### Sequential cells coloured by netlist name

Other sequential cells in the stronger grey, the rest of the logic in the fainter grey.
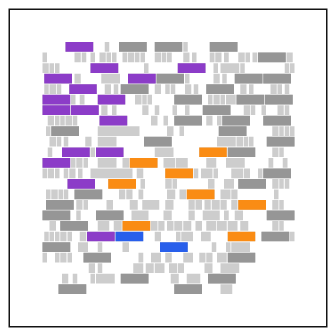
### Clock distribution

Scale bar: 20 um.
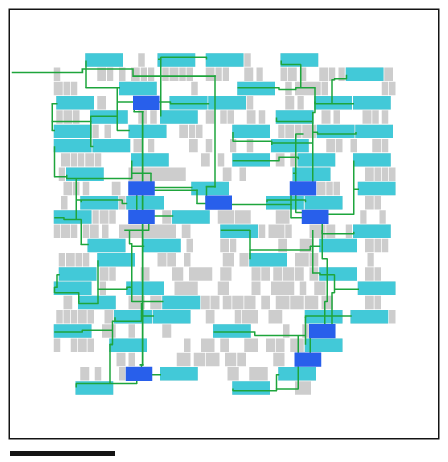
### Clock wiring as the flow saved it

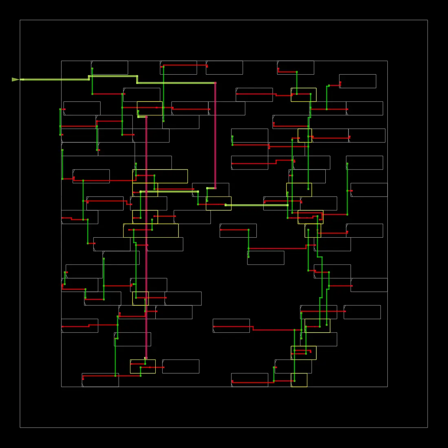
Design mem_access_unit_flat, sky130hd; sources not shown.
==> flow_metrics.py <==
# Physical implementation metrics
metrics = {
    "outcome": {
        "status": "complete, no violations",
    },
    "final_layout": {
        "area_taken_by_multi_input_logic_gates_um2": 1010,
        "most-common-layout-cells": "99 x nand2_1, 63 x dfxtp_1, 59 x a21oi_1",
        "flow.area_growth_from_synthesis_pct": 9.30,
        "num_antenna_cells": 0,
        "post_route_cells_drive_above_1_share_pct": 6.14,
        "final_nets": 343,
        "fillcell_total": 409,
    },
    "global_route": {
        "grt-ovfl-total": 0,
        "grt_pass1_wl_mm": 8.63,
        "grt_max_degree": 66,
        "grt.total_usage_pct": 17.3,
        "antenna_found_initial": 0,
        "grt_pass1_vias": 1798,
    },
    "sta": {
        "report.final.setup_viol": 0,
        "fin_crit_ns": 2.22,
        "max_freq_ghz": 0.451,
        "finalMaxSlewViolations": 0,
        "post-route-period-util_pct": 41.4,
        "headroom_to_the_max_slew_limit_pct": 32.0,
        "unrepaired_setup_endpoints_after_global_routing": "false",
        "fin_setup_tns_ns": 0,
        "tightestPinTransition_ns": 1.02,
    },
    "die": {
        "floorplan.die.width_um": 81.6,
        "initCoreUtil_pct": 55.5,
        "ioPinCount": 106,
        "chipArea_um2": 6660,
        "placementRows": 24,
        "die-height_um": 81.6,
        "core_area_um2": 4260,
    },
    "cts": {
        "post_cts.resized_instances": 0,
        "clock_tree.htree_level_count": 3,
        "longest_clk_path_bufs": 2,
        "post_cts_hold_buffer_count": 0,
        "cts-root-buf": "clkbuf_8",
        "clock_pin_slew_on_the_worst_setup_and_hold_paths_ns": 0.07,
        "tritoncts": "built",
        "cts_post_setup_buffers_inserted": 0,
    },
    "routing": {
        "postRouteWirelength_mm": 5.80,
        "post-route-drc-count": 0,
        "ant_nets": 0,
        "detail_route.vias_per_cell": 5.60,
        "routed_wire_length_per_instance_um": 16.8,
        "routed-via-count": 1932,
        "detail_route.first_pass.iterations": 4,
        "drt_first_iter_violations": 143,
    },
    "critical_path": {
        "timing_worst_setup_path_type": "input pin to flip-flop",
        "start_kind": "input pin",
        "cp-end-kind": "flip-flop",
        "critical_path_cell_by_cell": "nor2b_1 > and2b_1 > nand2_1 > a21oi_1",
        "timing.critical_path.arrival_ns": 2.48,
        "timing.critical_path.slowest_stage_cell": "and2b_1",
        "cp_max_fanout": 33,
        "worst-endpoint-required_ns": 5.61,
    },
    "yosys": {
        "netlist_top_cells_area": "dfxtp_1 53%, nand2_1 16%, a21oi_1 12%, clkbuf_1 2.9%, nand3_1 1.7%",
        "synth_xor_xnor_area_share_pct": 0,
        "synth_nets": 351,
        "synth-seq-cells": 63,
        "seq_area_frac_synth_pct": 53.2,
        "netlist_area_um2": 2370,
        "yosys.area_share.adder_pct": 1.06,
        "synth_largest_type_area_fraction_pct": 53.2,
        "synthCells": 296,
        "synth.yosys.num_cells": 296,
        "mux_area_share_pct": 0.423,
        "compound_area_share_pct": 16.3,
        "netlist_logic_family_top": "simple AND/OR/NAND/NOR gates",
        "ys_area_um2": 2370,
        "postSynthAreaPerCell_um2": 8.00,
    },
    "power_and_ir_drop": {
        "finalPower_uw": 1110,
        "seq_power_share_pct": 52.9,
        "p_per_area_nw_per_um2": 428,
        "p_leak_uw": 0.000920,
        "worst_ir_drop_vdd_v": 0.000256,
        "pwr-share-comb_pct": 5.2,
        "internal_power_uw": 790,
        "p_sw_share_pct": 28.7,
    },
    "place": {
        "gp_congestion": 0.824,
        "dpl.hpwl_mm": 4.01,
    },
    "worst_hold_path": {
        "worst_hold_path_stage_count": 2,
    },
}
-- 'Sequential cells coloured by netlist name' (at the start) --
| colour | signal | sequential cells |
|---|---|---|
| purple | `u_core.bus.mem_wdata` | 16 |
| orange | `u_core.cnt` | 8 |
| blue | `u_core.state` | 2 |
not coloured: 37
share of the final layout cell area in sequential cells: 48.7%
Layout Utilization: 60.7%
area occupied by registers: 1260 um2

-- 'Clock distribution' (at the start) --
[cyan] flip-flops | count: 63
[green] clock wires | length: 758 um
[blue] clock-net drivers | count: 9
routed clock nets: 10
skew final: 0.00707 ns
power in the clock group: 464 uW

-- 'Clock wiring as the flow saved it' (at the start) --
Latency at later pin: 0.33 ns
number of flip-flops and latches: 63
Num CTS Buffers: 9

## synth_stat cells
cell type / n
or3_1: 1
nand2b_1: 4
nand3b_1: 2
nor3_1: 3
o211ai_1: 2
o21ai_0: 3
mux2i_1: 1
inv_1: 4
a21boi_0: 1
dfxtp_1: 63
nand4_1: 1
a211oi_1: 1
nor2_1: 3
and3_1: 2
a21o_1: 1
nand3_1: 8
nor3b_2: 1
nor4_1: 2
a31oi_1: 2
buf_2: 1
and2b_1: 1
or3b_1: 1
nor2b_1: 2
a41oi_1: 1
o311ai_0: 1
a21oi_1: 59
clkbuf_1: 18
or2b_1: 1
ha_1: 2
nand2_1: 99
buf_6: 1
a311oi_1: 1
or4_1: 3
## power groups by stage
stage | registers, uW | clock network (uW) | logic, uW
floorplan | 590 | 0 | 55.7
global placement | 597 | 0 | 55.8
detailed placement | 598 | 0 | 58.1
CTS | 587 | 474 | 57.8
global route | 589 | 498 | 66.5
finish | 586 | 464 | 57.0
## through the flow
step | util, % | area (um2) | std cells | hold WS, ns | setup slack (ns)
floorplan | - | 2370 | 296 | 0.478 | 2.91
global placement | 55.3 | 2360 | 329 | 0.484 | 2.79
detailed placement | 55.3 | 2360 | 329 | 0.503 | 2.76
CTS | 60.7 | 2590 | 345 | 0.512 | 3.11
global route | 60.7 | 2590 | 345 | 0.529 | 2.94
finish | 60.7 | 2590 | 345 | 0.509 | 3.13
## area by class of cell
cell class,instances,area share [%]
timing repair buffer,1,0.290
clock inverter,6,3.62
tap,52,2.51
inverter,4,0.580
multi-input combinational,209,39.0
sequential,63,48.7
clock buffer,10,5.32
## worst max-delay path: cells and delay by family
family,cells,cell delay (ns)
simple gates,3,1.22
compound gates,1,0.17
## routing by layer
layer  GRT usage, %  wire length, um  part of all wire, %
met1           20.5             2450                   42
met2           24.9             2590                   45
met4           6.32               69                  1.2
met5              -                0                    0
met3           8.42              689                   12
## cell families after synthesis
family / count (synthesis)
flops: 63
mux: 1
compound gates: 72
simple gates: 134
fa+ha+maj: 2
buf+inv: 24
Power and IR drop assume default switching activity.
